==> config.mk <==
export PLATFORM = sky130hd
export DESIGN_NAME = usb_data_buffer_flat
export DESIGN_NICKNAME = d
export VERILOG_FILES = /design/src/rtl/usb_data_buffer_if.sv /design/src/rtl/usb_data_buffer.sv /design/src/flat_wrapper.sv
export SDC_FILE = /design/constraint.sdc
export NUM_CORES = 1
export LEC_CHECK = 0
export ABC_CLOCK_PERIOD_IN_PS = 2950
export CAP_MARGIN = 30
export CORE_UTILIZATION = 35
export CTS_CLUSTER_DIAMETER = 100
export CTS_CLUSTER_SIZE = 40
export DETAILED_ROUTE_END_ITERATION = 8
export GPL_TIMING_DRIVEN = 0
export PLACE_DENSITY = 0.64
export SYNTH_ARGS = -nofsm -noshare
export SYNTH_HDL_FRONTEND = slang
export SYNTH_SLANG_ARGS = --single-unit
==> constraint.sdc <==
create_clock -name clk -period 2.95 [get_ports clk]
set_clock_uncertainty 0.05 [all_clocks]
set_input_delay 0.885 -clock clk [delete_from_list [all_inputs] [get_ports clk]]
set_output_delay 0.885 -clock clk [all_outputs]
set_load 0.03 [all_outputs]
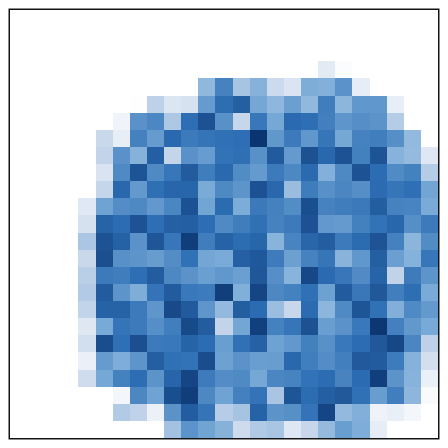
cell_density.png
25 x 25 tiles, from white (low) to dark blue (high), 0 to 100% covered.
- nearly empty tiles: 35%
- fullest tile: 98%
- tiles over 75% full: 17%
- emptiest ninth of the die: north-west
- mean over tiles: 39%
Initial Util: 35.6%
post-route core utilization: 42.3%
CORE AREA: 0.0607 mm2

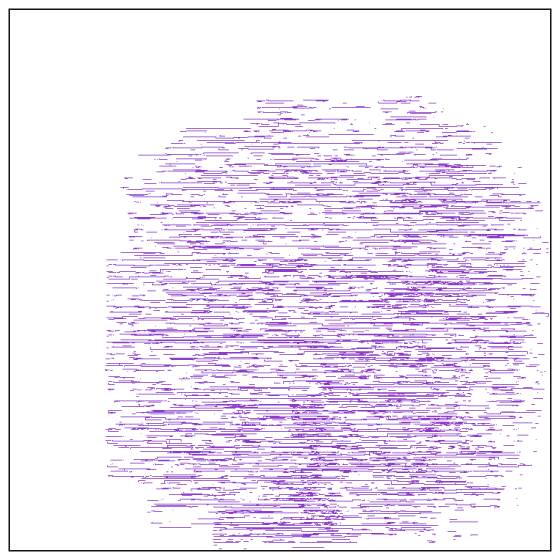
layer_met1.png
- wire length on this layer: 23.4 mm
- longest straight run: 94.3 um
- nets with wire on the layer: 1262
- main direction: horizontal
final WL: 54500 um
Vias: 11600
grt met1 use: 25.0%

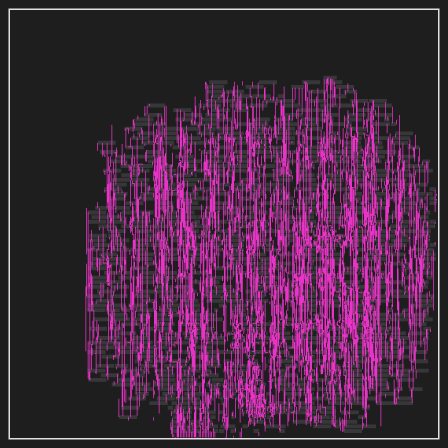
layer_met2.png
- share of all routed wire: 49%
- wire length on this layer: 26.8 mm
- nets with wire on the layer: 1192
M2 GR Usage: 28.7%

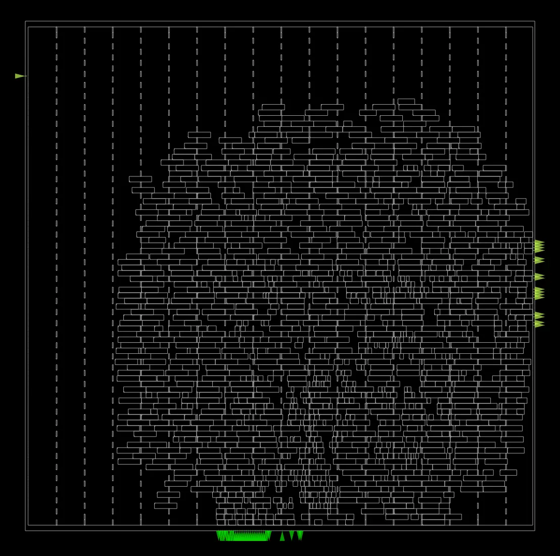
placement.png
flop share of the area: 62.0%
Non-Filler Instances: 2075
Flop Count: 534

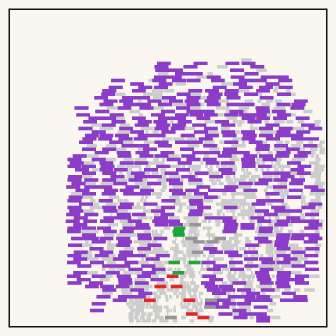
flops_by_reg.png
Other sequential cells in the stronger gray, the rest of the logic in the fainter gray.
- green: u_core.wPtr_r (placed flops 6; where south)
- purple: u_core.mem_r (placed flops 512)
- red: u_core.bus.buffer_occupancy (placed flops 7; where south)
seq pwr: 8.55 mW
register area: 0.0159 mm2

==> ci_impl_report.md <==
## PnR job results

| Metric | Value |
|---|---|
| Status | finished with violations |
| Failing checks | negative setup slack |
| Endpoints failing setup | 16 |
| Commonest Layout Cell | edfxtp_1 |
| Worst Slack Setup Final | -1160 ps |
| Proportion of synthesized area in mux cells | 14.4% |
| WP data required | 2020 ps |
| Bufs w/o clock | 168 |
| Switching part of the total | 31.0% |
| Slowest stage cell, crit path | mux4_2 |
| CP Cell Sequence | buf_6 > buf_4 > buf_12 > mux4_2 > a22o_4 > a211oi_2 > nor3_1 > a41o_2 > buf_4 > buf_2 |
| Max-slew headroom | 46.1% |
| # DRC | 0 |
| Busiest grt layer | met2 |
| Worst VDD drop | 0.402 mV |
| Top sig layer | met4 |
| Reg power frac | 46.1% |
| Non-clock buffer area fraction after layout | 7.35% |
| GPL Wtd Cong | 0.877 |
| Largest area contributor in the netlist | edfxtp_1 |
| Yosys warns | 0 |
| Cell Rows | 90 |
| Synth top area share | 71.2% |
| Met3 track demand over resource | 1.61% |
| Total congestion overflow | 0 |
| Root buffer cell | clkbuf_16 |
| Seq share, synth | 73.8% |
No activity file was given, so power comes from the tool's default toggle rates.
